==> config.mk <==
export PLATFORM = sky130hd
export DESIGN_NAME = uart_tx_arbiter
export DESIGN_NICKNAME = d
export VERILOG_FILES = /design/src/rtl/uart_tx_arbiter.sv
export SDC_FILE = /design/constraint.sdc
export NUM_CORES = 1
export LEC_CHECK = 0
export ABC_AREA = 1
export CAP_MARGIN = 20
export CORE_MARGIN = 4
export CORE_UTILIZATION = 45
export DETAILED_ROUTE_END_ITERATION = 6
export HOLD_SLACK_MARGIN = 0.15
export PLACE_DENSITY_LB_ADDON = 0.08
export SYNTH_ARGS = -nofsm -noshare
export SYNTH_HDL_FRONTEND = slang
export SYNTH_SLANG_ARGS = --single-unit
==> constraint.sdc <==
create_clock -name clk -period 2.8 [get_ports clk]
set_clock_uncertainty 0.2 [all_clocks]
set_input_delay 0.42 -clock clk [delete_from_list [all_inputs] [get_ports clk]]
set_output_delay 0.42 -clock clk [all_outputs]
set_load 0.005 [all_outputs]
run_1/floorplan.png
Bar = 20 µm. Pins as bars on the die edge. Tap cells in grey.
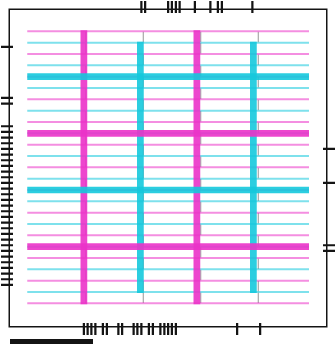
legend:
  magenta:
    net: VSS
  cyan:
    net: VDD
met5 straps: 4
met4 straps: 4
signal pins: 67
met1 rails: 25
Die H: 75.8 µm
core area: 4410 µm²
VDD IR max: 720 µV

run_1/class_map.png
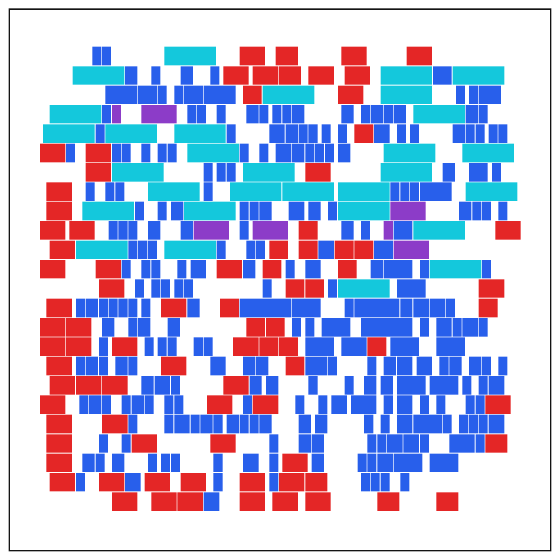
legend:
  blue:
    class: remaining logic cells
    cells: 274
  cyan:
    class: registers
    cells: 30
  red:
    class: remaining buffers and delay cells
    cells: 85
  purple:
    class: clock drivers and dummy loads
    cells: 7
flop share of the area: 20.6%
final core utilization: 66.0%
post-route cell area: 2910 µm²
FP Rows: 24

run_1/clock_wires.png
Bar = 20 µm.
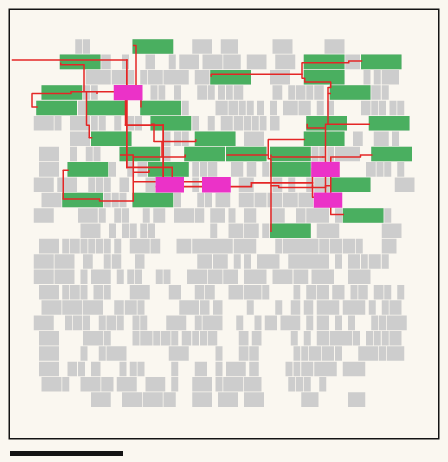
legend:
  red:
    item: clock wires
    length: 376 µm
  green:
    item: flip-flops
    count: 30
  magenta:
    item: clock-net drivers
    count: 5
routed clock nets: 6
clock network fraction of design power: 8.8%
Clk power: 314 µW
clk_lat worst skew: 0.27 ns

run_1/layers.png
Bar = 20 µm. Only two layers are drawn.
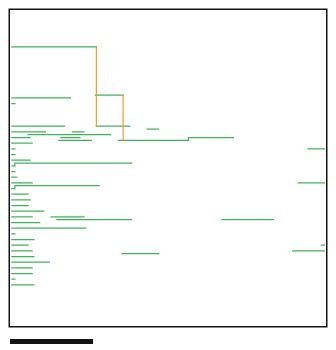
legend:
  orange:
    layer: M4
    wire_length: 29.9 µm
  green:
    layer: M3
    wire_length: 368 µm
All-Layer GR Usage: 18.9%
total wire length: 5190 µm
via count: 2122
Avg WL per Cell: 11.6 µm

==> results.json, run 1 <==
{
  "outcome": "finished, final reports clean",
  "ys_ff": 30,
  "hold_violations": 0,
  "post_cts_buffers": 0,
  "tool_warnings": 26,
  "holdPathStages": 1,
  "placed_area_um2": 2830,
  "clock-sinks": 30,
  "period_used_pct": 95.3,
  "die_w_um": 75.8,
  "cts_hold_buf": 0,
  "grt_setup_unrepaired": "no",
  "syn2layout_area_growth_pct": 40.7,
  "largest_register_ffs": 8,
  "floorplan.nets": 364,
  "most_common_cell": "nand2_1",
  "reg2reg_depth": 16,
  "cts_max_level": 2,
  "grt_pass1_wl_um": 8370,
  "cp.required_ns": 2.18,
  "synth-warning-count": 0,
  "drc": 0,
  "critPathCaptureType": "primary output",
  "setup_ws_ns": 0.133,
  "firstDrtPassIters": 5,
  "async_flop_share_pct": 0,
  "max_slew.worst_pin.slew_ns": 0.315,
  "critPathKind": "in -> out",
  "cp_max_fo": 3,
  "n_antenna_cell": 0,
  "crit_arrival_ns": 2.05,
  "dieArea_um2": 5750,
  "synthTopCellsByCount": "nand2_1, nor2_1, nand3_1",
  "startpoint_type": "input port",
  "synth_cells": 314,
  "slew_headroom_pct": 78.8,
  "antenna_left": 0,
  "cts_tree": "yes",
  "grt_pass1_vias": 1897,
  "synth.top_cell.area_share_pct": 29.0,
  "drive_gt1_share_pct": 17.9,
  "drt_iter0_markers": 95,
  "top_area_cell": "dfxtp_1",
  "gp_congestion": 0.850,
  "final-comb-area_um2": 1260,
  "final.min_clock_period_ns": 2.67,
  "seqCellArea_um2": 601,
  "setup_tns_ns": 0,
  "max_cap_violations": 0,
  "yosysSeqAreaShare_pct": 29.0,
  "post_cts.resized_instances": 9,
  "grt_max_degree": 19,
  "io_buffers": 66,
  "topCellsByArea": "dfxtp_1, nand2_1, nand3_1",
  "ys_cells": 314,
  "power_leakage_uw": 0.00138,
  "nets": 446,
  "r2r_slack_ns": 0.56,
  "hold_path.class": "reg -> reg",
  "nFillCells": 420,
  "pin_count": 67,
  "dp_slack_ns": -0.226,
  "grt_overflow": 0,
  "ys_types": 31,
  "vias_per_cell": 4.74,
  "antenna_found_initial": 0,
  "ys.flop_type": "dfxtp_1",
  "fmax_mhz": 375
}
run 1: final cells by class:
type | instances | area share, %
Inverter | 31 | 4.08
Tap cell | 52 | 2.23
Multi-Input combinational cell | 243 | 43.1
Timing Repair Buffer | 85 | 27.3
Sequential cell | 30 | 20.6
Clock buffer | 7 | 2.62
run 1: critical path, stage by stage:
cell and delay (ns):
clkdlybuf4s50_1 0.44, inv_1 0.09, nand2_1 0.07, nand3_2 0.09, nand2_2 0.07, nor2_4 0.12
nand3_2 0.11, buf_4 0.18, nand2_8 0.06, nand2_1 0.08, nor2_2 0.10, clkdlybuf4s15_1 0.21
run 1: per-layer routing:
metal	GRT usage [%]	up-vias	wire, µm
met2	31.2	59	2460
li1	-	1143	-
met5	0	-	0
met4	2.91	0	29
met3	5.80	4	367
met1	24.8	916	2330
run 1: power by group:
part           total, µW  switching [µW]  internal [µW]
Sequential           625            82.4            543
Combinational       2650            1530           1110
Clock                314             143            171
Total               3580            1760           1830
run 1: kinds of logic after synthesis:
family,count (synthesis),synth area share [%]
buffers and inverters,41,10.9
XOR/XNOR,1,0.423
adder cells (fa/ha/maj),3,1.81
AND/OR/NAND/NOR,223,53.4
flip-flops,30,29.0
AND-OR/OR-AND,16,4.47
run 1: cells in the final DEF, fill, tap and decap left out, types with 4 or more instances in the layout:
cell             instances
nand2_1                 99
clkdlybuf4s50_1         59
nand3_1                 38
nor2_1                  37
dfxtp_1                 30
inv_1                   25
nand2_2                 19
buf_4                   19
nand2_4                 10
a21oi_1                  6
dlygate4sd2_1            6
clkbuf_8                 5
inv_2                    4
nor2_2                   4
run 1: through the flow:
stage / hold slack [ns] / power (µW)
after CTS: 0.252 / 3600
final: 0.247 / 3580
after global routing: 0.276 / 3950
after global placement: 0.230 / 3250
after detailed placement: 0.238 / 3280
after floorplan: 0.218 / 2540
run_1/clock_nets.png
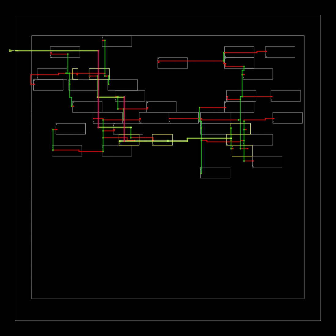

==> run 1 -> run 2 <==
--- a/config.mk
+++ b/config.mk
@@ -7,8 +7,10 @@
 export LEC_CHECK = 0
 export ABC_AREA = 1
 export CAP_MARGIN = 20
-export CORE_MARGIN = 4
+export CORE_MARGIN = 1.5
 export CORE_UTILIZATION = 45
+export CTS_BUF_LIST = sky130_fd_sc_hd__clkbuf_16
+export CTS_CLUSTER_SIZE = 20
 export DETAILED_ROUTE_END_ITERATION = 6
 export HOLD_SLACK_MARGIN = 0.15
 export PLACE_DENSITY_LB_ADDON = 0.08
run_2/clock_nets.png
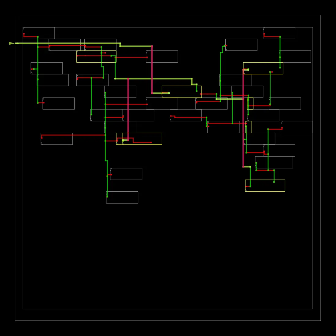
Clk power: 494 µW
Num CTS Buffers: 5
Sink Count: 30
sequential cell count: 30

==> results.json, run 2 <==
{
  "clock_latency_ns": 0.27,
  "grt_pass1_wl_um": 9130,
  "setup_ws_ns": 0.171,
  "largest_register_ffs": 8,
  "vias_per_cell": 4.86,
  "grtUsageMet3_pct": 5.27,
  "mostFrequentLayoutCell": "nand2_1",
  "path_cells": "buf_4 > nand2_1 > nand2_2 > nand2_4 > nand2_4 > nor2_4 > nand2_1 > a21oi_2 > nand2_1 > nor2_2 > dlygate4sd2_1",
  "cp.required_ns": 2.18,
  "cts_tree": "yes",
  "syn2layout_area_growth_pct": 46.3,
  "max_stage_delay_ns": 0.36,
  "final.min_clock_period_ns": 2.63,
  "whs_ns": 0.247,
  "antenna_left": 0,
  "holdPathStages": 1,
  "critPathCaptureType": "primary output",
  "top_area_cell": "dfxtp_1",
  "power_leakage_uw": 0.00145,
  "antenna_found_initial": 0,
  "slowest_stage": "dfxtp_4",
  "critPathKind": "reg -> out",
  "cp_top_family": "simple AND/OR/NAND/NOR gates",
  "outcome": "finished, final reports clean",
  "routedWlPerCell_um": 11.9,
  "globalRouteMet1Util_pct": 27.1,
  "firstDrtPassIters": 4,
  "reg2reg_depth": 12,
  "ys.flop_type": "dfxtp_1",
  "period_used_pct": 93.9,
  "ys_ff": 30,
  "grt_pass1_vias": 2129,
  "row_count": 24,
  "pin_count": 67,
  "most_common_cell": "nand2_1",
  "worst_path_most_repeated_cell": "nand2_1",
  "drt_iter0_markers": 50,
  "ys_cells": 314,
  "grt_overflow": 0,
  "setup_tns_ns": 0,
  "floorplan.nets": 364,
  "nets": 450,
  "die_w_um": 70.8,
  "io_buffers": 66,
  "crit_arrival_ns": 2.01,
  "cts_hold_buf": 0,
  "max_slew.worst_pin.slew_ns": 0.367,
  "totalWireLength_um": 5390,
  "topCellsByArea": "dfxtp_1, nand2_1, nand3_1",
  "grt_setup_unrepaired": "no",
  "gp_congestion": 0.884,
  "synthTopCellsByCount": "nand2_1, nor2_1, nand3_1",
  "nFillCells": 394,
  "synth.top_cell.area_share_pct": 29.0,
  "p_total_uw": 3860,
  "track_usage_pct": 22.4,
  "drive_gt1_share_pct": 18.7,
  "stdcell_area_um2": 3030,
  "cp_num_cells": 11,
  "cp_max_fo": 5,
  "hold_path.class": "reg -> reg",
  "startpoint_type": "flip-flop",
  "drc": 0,
  "r2r_slack_ns": 0.63,
  "use_met2_pct": 39.0,
  "routed-via-count": 2202,
  "hold_violations": 0
}
run_2/floorplan.png
Bar = 20 µm. Pins as bars on the die edge. Tap cells in grey.
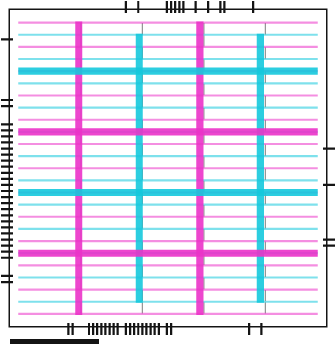
core area: 4380 µm²
Die H: 70.8 µm
VDD IR max: 639 µV

-- run 2: cell counts after synthesis --
No cell type changed its count.
-- run 2: kinds of logic (layout without fill, tap and decap cells) --
logic type | count (synthesis) | after routing | share of synthesized area (%)
simple gates | 223 | 223 | 53.4
buf+inv | 41 | 128 | 10.9
flops | 30 | 30 | 29.0
fa+ha+maj | 3 | 3 | 1.81
compound gates | 16 | 16 | 4.47
xor+xnor | 1 | 1 | 0.423
-- run 2: power breakdown --
part	internal [µW]	leakage (µW)	switching [µW]
registers	548	0.000245	87.3
logic	1180	0.00114	1550
clock network	319	0.0000663	176
total	2040	0.00145	1820
-- run 2: repair_timing --
| action | CTS | global route |
|---|---|---|
| hold endpoints to repair | 0 | 0 |
| endpoints found under the setup margin | 4 | 1 |
| pin swaps | 3 | 0 |
| gates resized | 18 | 2 |
| gates cloned | 1 | 0 |
| buffers inserted | 3 | 0 |
-- run 2: area by class of cell --
type	instances	area, µm²	area share, %
inverters	31	126	4.17
repair buffers	89	831	27.4
well taps	52	65.1	2.15
multi-input cells	243	1270	41.8
clock inverters	3	11.3	0.372
clock buffers	5	125	4.13
flip-flops and latches	30	604	20.0
-- run 2: layer usage --
| layer | vias up | routed length, µm |
|---|---|---|
| li1 | 1160 | - |
| met1 | 985 | 2370 |
| met2 | 46 | 2670 |
| met3 | 11 | 249 |
| met4 | 0 | 97 |
| met5 | - | 0 |
Power figures rest on the tool's default switching activity, not on a simulated workload.
